==> config.mk <==
export PLATFORM = sky130hd
export DESIGN_NAME = mem_arbiter_flat
export DESIGN_NICKNAME = d
export VERILOG_FILES = /design/src/rtl/mem_arbiter_if.sv /design/src/rtl/mem_arbiter.sv /design/src/flat_wrapper.sv
export SDC_FILE = /design/constraint.sdc
export NUM_CORES = 1
export LEC_CHECK = 0
export CORE_AREA = 2 2 68 70
export DETAILED_ROUTE_END_ITERATION = 7
export DIE_AREA = 0 0 70 72
export PLACE_DENSITY = 0.84
export SLEW_MARGIN = 20
export SYNTH_ARGS = -nofsm -noshare
export SYNTH_HDL_FRONTEND = slang
export SYNTH_SLANG_ARGS = --single-unit
==> constraint.sdc <==
create_clock -name clk -period 2 [get_ports clk]
set_input_delay 0.4 -clock clk [delete_from_list [all_inputs] [get_ports clk]]
set_output_delay 0.4 -clock clk [all_outputs]
set_load 0.02 [all_outputs]
### Supply network, run 1

The bar under the picture is 20 microns long. Pins as bars on the die edge.
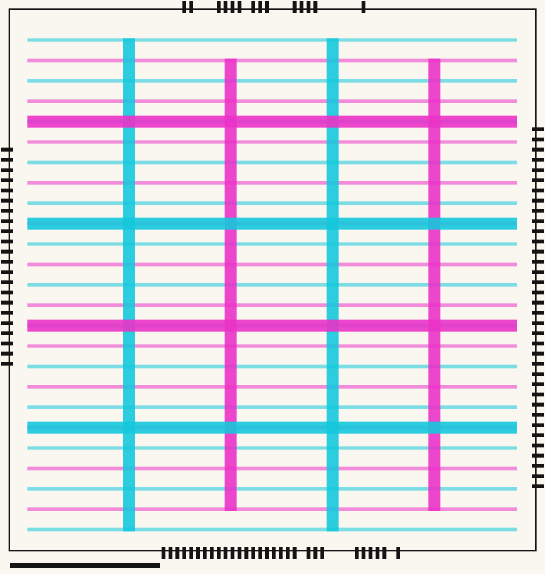
colour	net
magenta	VDD
cyan	VSS
rows	24
met5 straps	4
met1 rails	25
met4 straps	4
die width: 70 microns
core box area: 4260 sq um

### Signal wires on met3, run 1

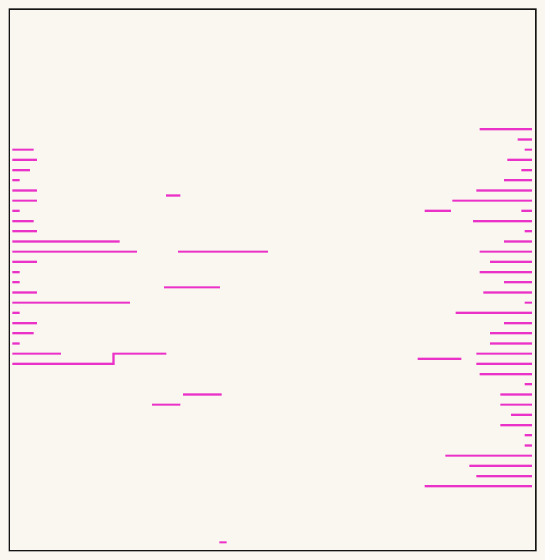
nets with wire on the layer	62
longest straight run	16.3 microns
wire length on this layer	324 microns
share of all routed wire	7.8%
main direction	horizontal
Routed WL: 4.17 mm
met3 Track Usage GR: 5.28%
via count: 1465

### The clock network, run 1

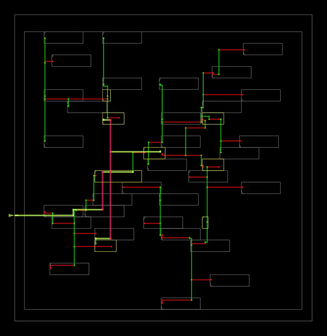
clock sinks: 32
clock buffer count: 6

### Signal wires by layer, run 1

The bar under the picture is 20 microns long. Two of the layers only.
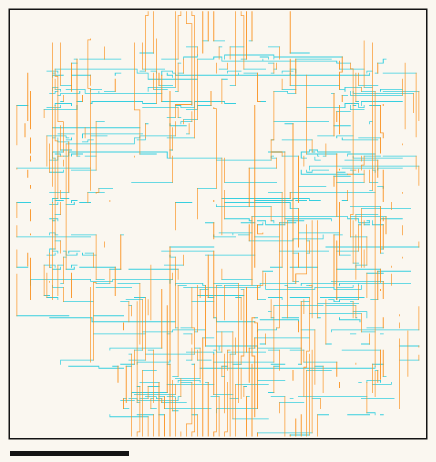
colour	layer	wire length
orange	met2	2030 microns
cyan	met1	1760 microns
gr usage total: 17.3%
Routed WL per cell: 13.5 microns

==> flow_summary.toml, run 1 <==
# implementation run metrics
[finish]
layout.nonclk_buf_share_pct = 40.2
fin_cells = 308
final_layout_top_logic_cell = "clkdlybuf4s50_1"
clk_share_pct = 4.06
postLayoutCoreUtil_pct = 62.1
fillers = 378
n_antenna_cell = 0

[sta]
relSlewSlack_pct = 61.7
setup_viol = 0
max_freq_ghz = 0.551
max_slew.worst_pin.slew_ns = 0.571
finalHoldViolations = 0
rsz0062_at_grt = "no"

[clock_network]
ctsHoldBuffers = 0
cts_setup_buffers = 0

[power_and_ir_drop]
pg_clk_uw = 601
p_int_uw = 2370
vdd_drop_max_v = 0.000622
p_switching_uw = 1420

[logic_synthesis]
async_reset_ff_share_pct = 100
yosysMostFrequentCell = "nand2_1"
ys_seq_share_pct = 55.8
synth.distinct_cells = 21
syn_avg_cell_area_sq_um = 9.76
yosys-top-cells-count = "nand2_1 (33), dfrtp_1 (32), nor2_1 (19), a31oi_1 (16), and2_1 (9)"
ys_top_cells_by_area = "dfrtp_1 (56%), nand2_1 (8.6%), a31oi_1 (7.0%)"
yosysWarnings = 0

[run]
maxCapViolations = 0
warnings = 26

[place]
hpwl_mm = 3.04

[setup_path]
critPathKind = "reg2out"
crit_path_max_incr_delay_ns = 0.62
cp.depth = 2
start_kind = "register"

[global_routing]
grt_pass1_vias = 1439
grt_first_pass_wirelength_mm = 7.00

[floorplanning]
taps = 52

[run_status]
outcome = "finished, final reports clean"
## run 1: worst register-to-register path, delay by kind of cell (launching register included)
family	cells	cell delay [ns]
AND-OR/OR-AND	2	0.50
buffers and inverters	1	0.21
flip-flops	1	0.39
AND/OR/NAND/NOR	2	0.33
## run 1: routing by layer
layer | vias up | wire length, microns | GRT usage, %
li1 | 727 | - | -
met1 | 664 | 1760 | 21.0
met2 | 67 | 2030 | 29.7
met3 | 7 | 324 | 5.28
met4 | 0 | 56 | 5.34
met5 | - | 0 | 0
## run 1: logic make-up after synthesis
| logic type | after synthesis | synth area share [%] |
|---|---|---|
| and+or+nand+nor | 68 | 21.4 |
| DFF | 32 | 55.8 |
| muxes | 1 | 0.785 |
| AOI/OAI and AO/OA | 37 | 19.2 |
| buffers and inverters | 9 | 2.88 |
### Met2 routing, run 1

The bar under the picture is 20 microns long.
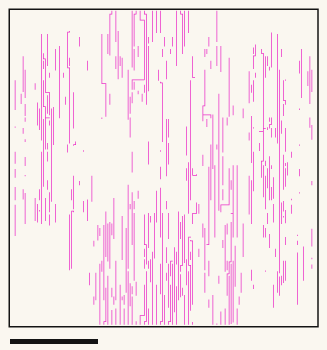

==> inputs of run 2 (changes only) <==
--- a/config.mk
+++ b/config.mk
@@ -5,10 +5,10 @@
 export SDC_FILE = /design/constraint.sdc
 export NUM_CORES = 1
 export LEC_CHECK = 0
-export CORE_AREA = 2 2 68 70
+export CORE_AREA = 2 2 73 75
 export DETAILED_ROUTE_END_ITERATION = 7
-export DIE_AREA = 0 0 70 72
-export PLACE_DENSITY = 0.84
+export DIE_AREA = 0 0 75 77
+export PLACE_DENSITY = 0.74
 export SLEW_MARGIN = 20
 export SYNTH_ARGS = -nofsm -noshare
 export SYNTH_HDL_FRONTEND = slang
### Met2 routing, run 2

The bar under the picture is 20 microns long.
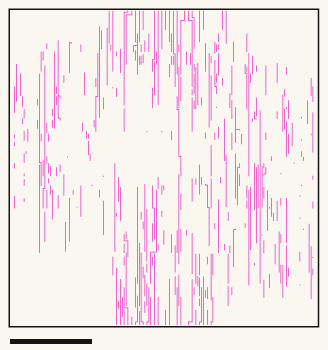
wire length on this layer	1940 microns
nets with wire on the layer	256
longest straight run	42.2 microns
main direction	vertical
M2 GR Usage: 23.1%
Routed WL: 4.08 mm
via count: 1455

### Signal wires on met3, run 2

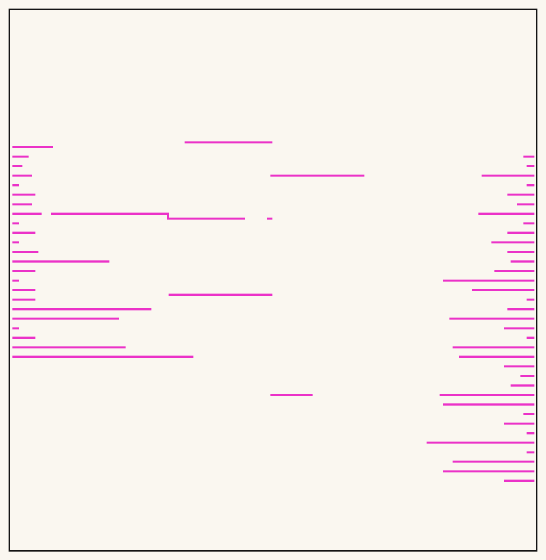
nets with wire on the layer	59
share of all routed wire	9.8%
met3 Track Usage GR: 6.44%

==> run 2 against run 1 <==
Against the previous run:
- sequential cell count unchanged
- routed wire length decreased by 2.0%
- critical path depth unchanged
- register-to-register slack about the same
- via count decreased by 0.68%
- critical path type unchanged
==> flow_summary.toml, run 2 <==
# implementation run metrics
[finish]
layout.nonclk_buf_share_pct = 40.5
n_clock_buffer = 6
n_antenna_cell = 0
clk_share_pct = 3.46
final_layout_top_logic_cell = "clkdlybuf4s50_1"
fillers = 471

[logic_synthesis]
aoi_share_pct = 19.2
synthTopLogicFamily = "simple AND/OR/NAND/NOR gates"
ys_sh_mux_pct = 0.785
synth.distinct_cells = 21
yosys-top-cells-count = "nand2_1 (33), dfrtp_1 (32), nor2_1 (19), a31oi_1 (16), and2_1 (9)"
ys_top_cells_by_area = "dfrtp_1 (56%), nand2_1 (8.6%), a31oi_1 (7.0%)"
ys_seq_share_pct = 55.8
async_reset_ff_share_pct = 100
ys_sh_adder_pct = 0

[global_routing]
use_met1_pct = 18.9
grt_first_pass_wirelength_mm = 6.56
track_usage_pct = 14.9
grt-busiest-layer = "met2"
grt_pass1_vias = 1404

[floorplanning]
fp.dieW_microns = 75
coreArea_sq_um = 4980

[routing]
route.met2.wl_mm = 1.94
wl_met1_mm = 1.70
maxUsedRoutingLayer = "met4"

[setup_path]
start_kind = "register"
cp.depth = 2
critPathKind = "reg2out"

[sta]
rsz0062_at_grt = "no"
max_slew.worst_pin.slew_ns = 0.553
finalHoldViolations = 0

[run]
warnings = 26

[place]
hpwl_mm = 3.06

[clock_network]
cts_setup_buffers = 0

[run_status]
outcome = "finished, final reports clean"
run 2: cell counts after synthesis:
Identical to the previous run, type by type.
run 2: where the power goes:
group,internal (uW),switching [uW]
clock,274,239
combinational,1050,1020
sequential,963,162
total,2290,1430
run 2: timing repair:
action / in CTS / in global routing
pin swaps: 0 / 0
gates cloned: 0 / 0
endpoints found under the setup margin: 8 / 6
resized: 8 / 1
run 2: per-stage QoR:
step | total power (uW) | std cells | util (%) | cell area (sq um) | TNS [ns]
2_1_floorplan | 2180 | 147 | - | 1440 | 0
3_3_place_gp | 3230 | 319 | 52.0 | 2590 | -0.350
3_5_place_dp | 3260 | 319 | 52.0 | 2590 | -1.37
4_1_cts | 3770 | 327 | 53.7 | 2670 | 0
5_1_grt | 3990 | 327 | 53.8 | 2680 | 0
6_report | 3720 | 327 | 53.8 | 2680 | 0
Power figures rest on the tool's default switching activity, not on a simulated workload.
